**src/rtl/ej32_dc_seq.sv**
```systemverilog
// ej32_dc_seq: table-driven decoder sequencer for the eJ32 core.
// Holds the opcode/phase registers and steps each bytecode through its phases.
// Ports: clk, rst (async, active-low), data/mem_rdy (memory byte bus),
//   bsy (per-unit busy flags), code/phase (EJ32_CTL bus), en (unit enables,
//   bit0 AU, bit1 BR, bit2 LS), p_inc (PC advance), op_err (illegal opcode),
//   stall_cnt (saturating stall counter, only with EJ32_DC_STALL_CNT_EN).
module ej32_dc_seq #(
   parameter int NUNIT = 3,
   parameter int PW    = 3
) (
   input  logic             clk,
   input  logic             rst,
   input  logic [7:0]       data,
   input  logic             mem_rdy,
   input  logic [NUNIT-1:0] bsy,
   output logic [7:0]       code,
   output logic [PW-1:0]    phase,
   output logic [NUNIT-1:0] en,
   output logic             p_inc,
   output logic             op_err
`ifdef EJ32_DC_STALL_CNT_EN
   ,
   output logic [31:0]      stall_cnt
`endif
);

   typedef enum logic [1:0] {M_SINGLE, M_STEP, M_WAIT, M_BUSY} mode_t;

   typedef struct packed {
      mode_t      mode;
      logic [2:0] last;
      logic [2:0] mask;
      logic       ill;
   } dec_t;

   // The longest table entry (iaload) needs a last phase of 5.
   if (NUNIT < 3) begin : g_nunit_chk
      $error("ej32_dc_seq: NUNIT must be at least 3");
   end
   if (PW < 3) begin : g_pw_chk
      $error("ej32_dc_seq: PW too small for last phase 5");
   end

   function automatic dec_t decode(input logic [7:0] op);
      dec_t d;
      d = '{mode: M_SINGLE, last: 3'd0, mask: 3'b000, ill: 1'b0};
      unique case (1'b1)
         (op == 8'h00):                     d.mask = 3'b000;
         (op inside {[8'h01:8'h08]}):       d.mask = 3'b001;
         (op inside {8'h57, 8'h59, 8'h5F}): d.mask = 3'b001;
         (op inside {[8'h60:8'h82]} &&
          op != 8'h6C && op != 8'h70):      d.mask = 3'b001;
         (op inside {[8'h1A:8'h1D]}):       d.mask = 3'b011;
         (op == 8'hA9):                     d.mask = 3'b010;
         (op == 8'h10):
            d = '{mode: M_STEP, last: 3'd1, mask: 3'b001, ill: 1'b0};
         (op == 8'hB1):
            d = '{mode: M_STEP, last: 3'd1, mask: 3'b010, ill: 1'b0};
         (op == 8'h11):
            d = '{mode: M_STEP, last: 3'd2, mask: 3'b001, ill: 1'b0};
         (op inside {[8'h99:8'hA7]}):
            d = '{mode: M_STEP, last: 3'd2, mask: 3'b011, ill: 1'b0};
         (op == 8'h33):
            d = '{mode: M_WAIT, last: 3'd2, mask: 3'b100, ill: 1'b0};
         (op == 8'h54):
            d = '{mode: M_WAIT, last: 3'd2, mask: 3'b101, ill: 1'b0};
         (op == 8'h84):
            d = '{mode: M_WAIT, last: 3'd2, mask: 3'b111, ill: 1'b0};
         (op == 8'h2E):
            d = '{mode: M_WAIT, last: 3'd5, mask: 3'b100, ill: 1'b0};
         (op == 8'h6C || op == 8'h70):
            d = '{mode: M_BUSY, last: 3'd1, mask: 3'b001, ill: 1'b0};
         default: d.ill = 1'b1;
      endcase
      return d;
   endfunction

   dec_t          cur;
   dec_t          nxt;
   logic [PW-1:0] last_p;
   logic          busy_wait;
   logic          done;
   logic [7:0]    code_d;
   logic [PW-1:0] phase_d;
   logic          err_d;
   logic          err_q;
   logic          unused;

   assign cur    = decode(code);
   assign nxt    = decode(data);
   assign last_p = PW'(cur.last);
   assign unused = ^{bsy[NUNIT-1:1], nxt.mode, nxt.last, nxt.mask};

   // Divider parks in phase 1 until its busy flag drops.
   assign busy_wait = (cur.mode == M_BUSY) && (phase == PW'(1)) && bsy[0];

   always_comb begin
      code_d  = code;
      phase_d = phase;
      err_d   = 1'b0;
      en      = '0;
      p_inc   = 1'b0;
      if (cur.mode == M_BUSY)
         done = (phase == PW'(1)) && !bsy[0];
      else
         done = (phase == last_p);
      if (mem_rdy) begin
         en = NUNIT'(cur.mask);
         unique case (cur.mode)
            M_WAIT:  p_inc = done;
            M_BUSY:  p_inc = done;
            default: p_inc = 1'b1;
         endcase
         if (done) begin
            code_d  = data;
            phase_d = '0;
            err_d   = nxt.ill;
         end else if (!busy_wait) begin
            phase_d = phase + PW'(1);
         end
      end
      if (!rst) begin
         en    = '0;
         p_inc = 1'b0;
      end
   end

   always_ff @(posedge clk or negedge rst) begin
      if (!rst) begin
         code  <= 8'h00;
         phase <= '0;
         err_q <= 1'b0;
      end else begin
         code  <= code_d;
         phase <= phase_d;
         err_q <= err_d;
      end
   end

   assign op_err = err_q & mem_rdy;

`ifdef EJ32_DC_STALL_CNT_EN
   always_ff @(posedge clk or negedge rst) begin
      if (!rst)
         stall_cnt <= '0;
      else if (!mem_rdy && stall_cnt != '1)
         stall_cnt <= stall_cnt + 32'd1;
   end
`endif

endmodule

```
**config.mk**
```make
export PLATFORM = sky130hd
export DESIGN_NAME = ej32_dc_seq
export DESIGN_NICKNAME = d
export VERILOG_FILES = /design/src/rtl/ej32_dc_seq.sv
export SDC_FILE = /design/constraint.sdc
export NUM_CORES = 1
export LEC_CHECK = 0
export ABC_AREA = 1
export CORE_UTILIZATION = 45
export DETAILED_ROUTE_END_ITERATION = 7
export PLACE_DENSITY = 0.81
export SLEW_MARGIN = 5
export SYNTH_ARGS = -nofsm -noshare
export SYNTH_HDL_FRONTEND = slang
export SYNTH_SLANG_ARGS = --single-unit
```
**constraint.sdc**
```tcl
create_clock -name clk -period 1.5 [get_ports clk]
set_input_delay 0.15 -clock clk [delete_from_list [all_inputs] [get_ports clk]]
set_output_delay 0.15 -clock clk [all_outputs]
set_load 0.05 [all_outputs]
```
==> results.json <==
{
  "use_met2": 0.5748,
  "use_met3": 0.02326,
  "top_power_group": "combinational logic",
  "leakage_nw": 1.226,
  "synthCells": 228,
  "p_seq_frac": 0.155,
  "drv_slew": 0,
  "required_ns": 1.35,
  "met1_length_mm": 2.007,
  "die_y_um": 56.01,
  "ys_top_cells_by_area": "dfrtp_1, nand2_1, nor2_1",
  "drt-total-wl_mm": 5.324,
  "seqCellArea_sq_um": 311.5,
  "drc": 0,
  "cp_data_arrival_time_ns": 2.07,
  "criticalPathCategory": "reg2out",
  "critPathCapture": "p_inc",
  "io_buffers": 27,
  "violations": "negative setup slack",
  "mux_share": 0,
  "clock_latency_ns": 0.28,
  "htreeDepth": 1,
  "status": "finished with violations",
  "finalSetupViolations": 16,
  "tool_warnings": 32,
  "hold_buffers": 0,
  "post_cts_buffers": 8,
  "syn2layout_area_growth_pct": 81.03,
  "top_layer_used": "met4",
  "finalClockPeriodUsage": 1.478,
  "holdWs_ns": 0.3239,
  "finalNonFillerCells": 355,
  "regToRegStartpoint": "code[5]",
  "top_cell_area_share": 0.2288,
  "min_period_ns": 2.217,
  "p_sw_mw": 2.592,
  "antenna_found_initial": 0,
  "async_reset_ff_frac": 1.000,
  "dpl_cell_area_sq_um": 2143,
  "viasPerCell": 5.668,
  "top_logic_kind": "simple AND/OR/NAND/NOR gates",
  "p_sw_frac": 0.5229,
  "drive_above_1_share": 0.4568,
  "clkPwrFrac": 0.054,
  "cts-resized-gates": 17,
  "postLayoutCoreUtil": 0.8616,
  "cts_tree": "yes",
  "cts_root_buf": "clkbuf_4",
  "hp-class": "in2async",
  "yosysTopAreaCell": "dfrtp_1",
  "fin_ws_ns": -0.7168,
  "place_congestion": 0.9353,
  "yosys_warnings": 0,
  "dp_cells": 337,
  "hold_viol": 0,
  "p_clk_mw": 0.265,
  "max_slew_margin": 0.7557,
  "reg2reg_depth": 15,
  "synth.cellmix.xorXnorShare": 0.01335,
  "p_total_mw": 4.958,
  "place_ws_ns": -0.3501,
  "ys_ff": 12,
  "reg2reg_to": "code[5]",
  "p_int_mw": 2.366,
  "first_global_vias": 1839,
  "grt.busiest_layer": "met2",
  "crit_start": "code[5]",
  "vias": 2012,
  "nNetsFinal": 341
}
## synth_stat cells, types with 3 or more instances
cell,n
nand3_1,17
nor2_1,37
nand2_2,8
inv_2,4
dfrtp_1,12
inv_1,28
o21ai_0,8
nand2_1,74
nand4_1,3
nor3_1,6
## cells in the final DEF, fill, tap and decap left out, types with 2 or more instances in the layout
cell type | Yosys | final
nor2_2 | 1 | 11
o21ai_0 | 8 | 6
clkdlybuf4s50_1 | 0 | 11
ha_1 | 2 | 2
xor2_1 | 2 | 2
dfrtp_2 | 0 | 9
inv_2 | 4 | 9
buf_6 | 2 | 3
nand3_2 | 2 | 3
nand2_2 | 8 | 16
buf_12 | 0 | 11
o31ai_1 | 2 | 2
buf_4 | 1 | 71
o21ai_1 | 1 | 3
inv_1 | 28 | 22
nor2_1 | 37 | 25
nand2_1 | 74 | 65
o21bai_1 | 2 | 2
clkbuf_4 | 0 | 3
dfrtp_1 | 12 | 3
nor3_1 | 6 | 5
a21oi_2 | 1 | 2
or2_2 | 2 | 2
nor2_4 | 0 | 2
nand3_1 | 17 | 16
o211ai_1 | 2 | 2
nand4_1 | 3 | 3
## critical path, stage by stage, from the launching register on
cell	delay, ns
dfrtp_2	0.49
nand2_2	0.12
inv_2	0.04
nand2_2	0.09
nand2_2	0.06
nand2_2	0.09
nand2_2	0.07
o21bai_1	0.16
nand2_1	0.09
nor2_2	0.14
nand2_2	0.08
nand2_2	0.08
o21bai_1	0.07
inv_2	0.08
buf_12	0.13
## cell type report
class,count,share of cell area
Multi-Input combinational cell,180,0.4076
Sequential cell,12,0.1311
Timing Repair Buffer,96,0.3776
Inverter,32,0.05213
Tap cell,31,0.01632
Clock buffer,4,0.01527
## state kept, by name (all words and copies together) (netlist names)
signal	cells
code	8
phase	3
err_q	1
Figure 1. Power grid.
Scale bar: 20 um. Pins as bars on the die edge.
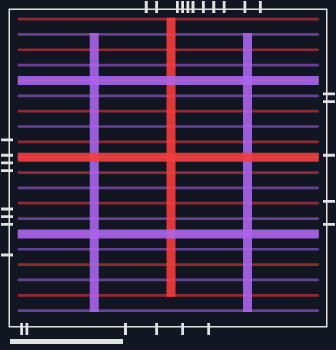
red -> VDD
purple -> VSS
met1 rails = 20
met5 straps = 3
rows = 19
signal pins = 30

Figure 2. Cells coloured by class.
Fill, decap, tap and diode cells in grey.
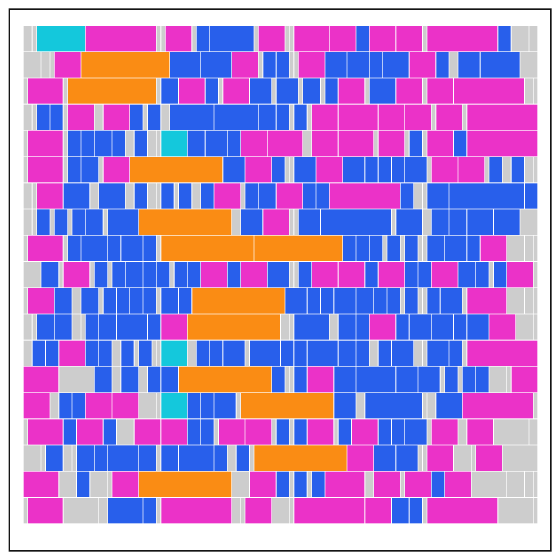
magenta -> other buffers and delay cells  # cells 96, share of their area 38%
cyan -> clock drivers and dummy loads  # cells 4, share of their area 1.6%
orange -> flip-flops  # cells 12, share of their area 13%
blue -> all other logic  # cells 212, share of their area 47%
core region area: 2758 sq um
# rows: 19

Figure 3. Clock network drawn from the DEF.
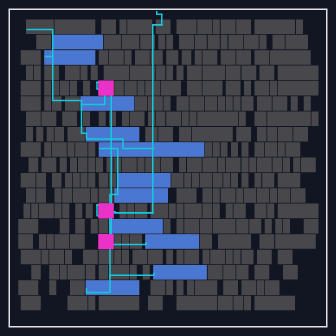
blue -> flip-flops  # count 12
magenta -> cells driving clock nets  # count 3
cyan -> clock wires  # length 190 um
routed clock nets = 4

Figure 4. Routed metal, one colour a layer.
Scale bar: 20 um. Two of the layers only.
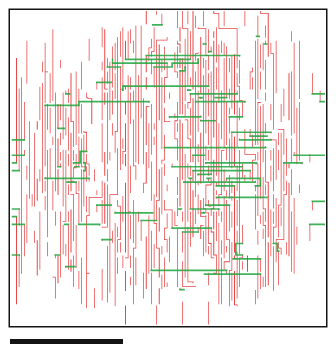
red -> met2  # wire length 2670 um
green -> met3  # wire length 344 um
WL/cell: 15.00 um
gr usage total: 0.3164

Figure 5. Clock routing.
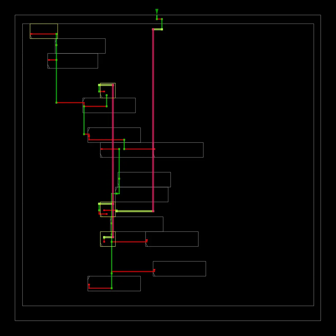
registers: 12
clock sink total: 12
clock buffer count: 4
total CTS buffers: 3
clk_skew: 0.0003810 ns

